**src/rtl/cfa_pkg.sv**
```systemverilog
// Shared definitions for the CFA pipeline: default pixel geometry and
// helpers for addressing pixels inside packed vectors.
package cfa_pkg;

    localparam int unsigned DefDataBitWidth = 12;
    localparam int unsigned DefBufferSize   = 5;

    // Ceiling log2, evaluated at elaboration time for counter widths.
    function automatic int unsigned clog2(input int unsigned v);
        int unsigned r;
        for (r = 0; (64'd1 << r) < 64'(v); r++) begin
        end
        return r;
    endfunction

    // Bit offset of pixel i in a packed vector (element 0 in the LSBs).
    function automatic int unsigned pix_offset(input int unsigned i, input int unsigned width);
        return i * width;
    endfunction

endpackage

```
**src/rtl/buffer1d_unload.sv**
```systemverilog
// Parallel-to-serial unloader: takes a packed vector of pixels in one cycle and
// streams them out element 0 first on a valid/ready interface.
module buffer1d_unload
    import cfa_pkg::*;
#(
    parameter int unsigned DataBitWidth = DefDataBitWidth,
    parameter int unsigned BufferSize   = DefBufferSize
) (
    input  logic                               clk,
    input  logic                               rst,
    input  logic                               en,
    input  logic                               ld_valid,
    output logic                               ld_ready,
    input  logic [BufferSize*DataBitWidth-1:0] d_in,
    output logic                               out_valid,
    input  logic                               out_ready,
    output logic [DataBitWidth-1:0]            d_out,
    output logic                               out_first,
    output logic                               out_last
);

    localparam int unsigned          CntW    = clog2(BufferSize + 1);
    localparam logic [CntW-1:0]      CntFull = CntW'(BufferSize);
    localparam logic [CntW-1:0]      CntOne  = CntW'(1);

    logic [DataBitWidth-1:0] mem_q [BufferSize];
    logic [DataBitWidth-1:0] mem_d [BufferSize];
    logic [CntW-1:0]         cnt_q, cnt_d;
    logic                    vld_q, vld_d;
    logic                    out_fire, ld_fire;

    assign out_valid = vld_q & en;
    assign d_out     = mem_q[0];
    assign out_first = vld_q & (cnt_q == CntFull);
    assign out_last  = vld_q & (cnt_q == CntOne);
    assign out_fire  = out_valid & out_ready;
    // Accept a new vector as soon as the last pixel leaves, so there is no bubble.
    assign ld_ready  = en & ~rst & (~vld_q | (out_fire & out_last));
    assign ld_fire   = ld_valid & ld_ready;

    always_comb begin
        mem_d = mem_q;
        cnt_d = cnt_q;
        vld_d = vld_q;
        if (ld_fire) begin
            for (int unsigned i = 0; i < BufferSize; i++) begin
                mem_d[i] = d_in[pix_offset(i, DataBitWidth) +: DataBitWidth];
            end
            cnt_d = CntFull;
            vld_d = 1'b1;
        end else if (out_fire) begin
            for (int unsigned i = 0; i < BufferSize - 1; i++) begin
                mem_d[i] = mem_q[i+1];
            end
            mem_d[BufferSize-1] = '0;
            cnt_d = cnt_q - CntOne;
            if (cnt_q == CntOne) begin
                vld_d = 1'b0;
            end
        end
    end

    // With en low neither handshake can fire, so the next state equals the current one.
    always_ff @(posedge clk) begin
        if (rst) begin
            for (int unsigned i = 0; i < BufferSize; i++) begin
                mem_q[i] <= '0;
            end
            cnt_q <= '0;
            vld_q <= 1'b0;
        end else begin
            mem_q <= mem_d;
            cnt_q <= cnt_d;
            vld_q <= vld_d;
        end
    end

endmodule
```
**config.mk**
```make
export PLATFORM = sky130hd
export DESIGN_NAME = buffer1d_unload
export DESIGN_NICKNAME = d
export VERILOG_FILES = /design/src/rtl/cfa_pkg.sv /design/src/rtl/buffer1d_unload.sv
export SDC_FILE = /design/constraint.sdc
export NUM_CORES = 1
export LEC_CHECK = 0
export ABC_AREA = 1
export CORE_AREA = 2 2 111 113
export CTS_CLUSTER_DIAMETER = 200
export DETAILED_ROUTE_END_ITERATION = 10
export DIE_AREA = 0 0 113 115
export HOLD_SLACK_MARGIN = 0.05
export PLACE_DENSITY = 0.51
export SKIP_CTS_REPAIR_TIMING = 1
export SLEW_MARGIN = 20
export SYNTH_ARGS = -nofsm -noshare
export SYNTH_HDL_FRONTEND = slang
export SYNTH_SLANG_ARGS = --single-unit
```
**constraint.sdc**
```tcl
create_clock -name clk -period 1.7 [get_ports clk]
set_input_delay 0.34 -clock clk [delete_from_list [all_inputs] [get_ports clk]]
set_output_delay 0.34 -clock clk [all_outputs]
set_load 0.05 [all_outputs]
```
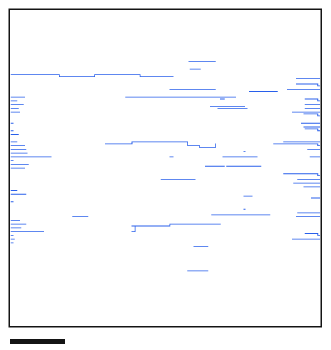
met3.png
Scale bar: 20 um.
67 nets have wire on it. The layer holds 5.8% of the routed length. The wires run mostly horizontal. The longest straight run is 40.0 um. The layer carries 624 um of wire.

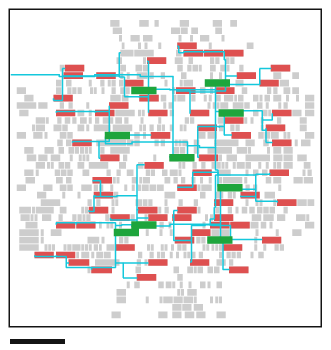
clock_map.png
Scale bar: 20 um.
Key: green = cells driving clock nets [count 9]; cyan = clock wires [length 946 um]; red = flip-flops [count 64]
There are 10 routed clock nets.

tightest hold or removal path, cell delays in order, from the launching register on:
cell,delay (ns)
sky130_fd_sc_hd__dfxtp_1,0.31
sky130_fd_sc_hd__nand3_2,0.07
sky130_fd_sc_hd__a21oi_2,0.05
cells by family after synthesis:
logic type | count (synthesis)
AOI/OAI and AO/OA | 64
DFF | 64
adders and majority gates | 2
xor gates and xnor gates | 2
buffers and inverters | 120
and+or+nand+nor | 277
per-layer routing:
metal,up-vias,part of all wire (%),wire length (um),global-route usage [%]
met3,5,5.8,623,2.794
li1,1863,-,-,-
met1,1681,47,5076,21.89
met2,95,47,5031,26.39
met4,0,0.46,50,5.122
met5,-,0,0,0
power breakdown:
part / total (mW) / leakage [nW] / switching (mW) / internal (mW)
Sequential: 1.62 / 0.523 / 0.0423 / 1.58
Combinational: 0.720 / 1.54 / 0.381 / 0.339
Clock: 1.86 / 0.150 / 0.652 / 1.21
Total: 4.20 / 2.21 / 1.07 / 3.13
state kept, by name (all words and copies together) (netlist names):
| name | flops |
|---|---|
| cnt_q | 3 |
| d_out | 12 |
| mem_q | 48 |
| vld_q | 1 |
layout make-up:
cell class                 instances  share of cell area (%)
multi-input combinational        345                   36.95
sequential                        64                   25.16
timing repair buffer             116                   24.13
clock buffer                      13                   5.101
inverter                          58                   4.267
tap                              147                   3.605
clock inverter                     3                  0.7847
how the worst max path moves through the flow:
stage / endpoint / slack, ns / depth (start not counted)
floorplan: ld_ready / 0.02 / 4
global placement: mem_q[29] / -0.23 / 7
detailed placement: cnt_q[0] / -0.27 / 6
CTS: ld_ready / -0.27 / 7
global route: ld_ready / -0.12 / 7
finish: ld_ready / -0.08 / 7
==> notes.org <==
* Flow results

** Status
- The flow ran to the end, but the final reports show violations.
- The final reports fail on DRC, setup timing.

** Critical path
- In the setup report, the worst path falls into the class register to output port.
- CP Launch Point :: cnt_q[1]
- STA classifies the critical path endpoint as an output port.
- Among all stages on the critical path, the largest delay is contributed by sky130_fd_sc_hd__dfxtp_2.
- The report shows a maximum critical-path fanout of 4.
- Per STA, the worst path accumulates the most delay in the family flip-flops.
- Worst R2R Start :: cnt_q[1]
- Worst Setup Start Kind :: register
- Together, buffers and inverters on the worst path number 3.
- The data arrival time reported for the critical path is around 1.4 ns.
- Per STA, the worst path is made up of inv_2 -> ha_4 -> nand2_4 -> o21bai_4 -> buf_12 -> and2_4 -> buf_12.

** Clock network
- Looking at the clock tree report, the H-tree level count equals 3.
- In this run the deepest clock path goes through 2 buffers.
- Clock slew at the register clock pins of the worst setup and hold paths :: ~0.060 ns
- For this design, the sink count on the clock tree is around 64.
- Cell at the root of the clock tree :: sky130_fd_sc_hd__clkbuf_16

** Placement
- As logged by OpenROAD, the buffers inserted on ports number 80.
- Placed Instances :: roughly 700
- Post-Place Cell Area :: ~0.0044 mm^2
- OpenSTA, run right after detailed placement, puts the worst setup slack at -0.2671 ns.
- Detailed placement finished with a half-perimeter wire length of about 7000 um.
- Final weighted congestion of routability-driven global placement :: 0.7980

** Global route
- For this run, the total global-route usage over all layers was measured as 16.17%.
- The first global-routing pass estimated around 17,000 um of wire.
- Number of global-route vias before repair :: between 3,000 and 4,000
- Entering global routing, the biggest net connects between 60 and 70 pins.
- The initial antenna violation count came to 0.

** Timing
- Max-slew headroom at the worst pin :: between 70% and 80%
- Final count of pins violating max slew :: 0
- RSZ-0062 raised after global routing :: yes
- The final hold violation count recorded for this run is 0.
- In this build the clock could be raised as far as between 0.5 and 0.6 GHz.
- Number of setup violations in the final report :: 1
- Post-route fraction of the period consumed by the critical path :: 105.0%
- Across all setup checks in the final design, the least slack found is -0.08435 ns.
- After routing, the total negative slack on setup checks comes to -0.08435 ns.
- Looking at the max-slew report, the worst-margin pin has a slew of 0.3939 ns.

** Logic synthesis
- Number of flops mapped to enable cells by yosys :: 0
- After technology mapping, the gate count stands at roughly 530.
- The synthesis report names the predominant flop master as sky130_fd_sc_hd__dfxtp_1.
- For reference, the mux area share after synthesis is 0%.
- The main area contributors are sky130_fd_sc_hd__dfxtp_1, sky130_fd_sc_hd__nand2_1, sky130_fd_sc_hd__nand4_1.
- The most common cell in the synthesized netlist is sky130_fd_sc_hd__nand2_1.
- Post-synthesis, Yosys gives the total cell area as between 0.003 and 0.004 mm^2.
- Count of warnings emitted by yosys :: 0
- Sequential elements use between 30% and 40% of the synthesized area.
- In this run, the synthesized area fraction spent on AND-OR/OR-AND gates is recorded as under 10%.
- Adders+Majority by Area :: less than 1%
- Share of synthesized cell area in and, or, nand and nor gates :: 37.00%
- In this run the biggest area consumer among cell types represents a little under two fifths of the synthesized area.
- XOR/XNOR share of the synthesized area :: less than 1%
- Main logic family after synthesis :: simple AND/OR/NAND/NOR gates
- After synthesis, the mean cell area works out to about 6.5 um^2.
- Cell types with the highest counts after synthesis :: sky130_fd_sc_hd__nand2_1, sky130_fd_sc_hd__dfxtp_1, sky130_fd_sc_hd__a21oi_1

** Final layout
- Fraction of layout instances using a drive strength above 1 :: a little over a fifth
- Per the layout area report, the combinational gate area comes to ~0.0019 mm^2.
- # diodes :: 0
- Top cell excl fill/tap :: sky130_fd_sc_hd__nand2_1
- Area growth from synthesis to layout :: 47.49%
- After routing the design area is approximately 0.0051 mm^2.
- In the final layout, flip-flops and latches occupy approximately 0.0013 mm^2.

** Floorplan
- The die is between 100 and 150 um tall.
- Measured along the x axis, the die boundary spans around 110 um.
- In this run the core area contains approximately 40 standard-cell rows.

** Routing
- Iteration-0 DRC Markers :: approximately 230
- The DRC violation total left in the routed layout is recorded as 7.
- In the routed layout, each cell is associated on average with a via count of approximately 5.
- Detailed Route WL :: roughly 11,000 um
- Number of nets still failing antenna checks after routing :: 0

** Power
- Total power normalized to cell area comes to 823.4 mW/mm^2.
- Leakage dissipation :: about 2.2 nW
- Per the power-grid run, VDD falls by no more than approximately 440 uV.
- Total design power :: 4.201 mW

** Run
- Count of maximum capacitance violations :: 0

** Hold path
- Along the worst hold path, the cell count comes to 2.
- Type of the tightest min-delay check :: register to register
Power figures rest on the tool's default switching activity, not on a simulated workload.
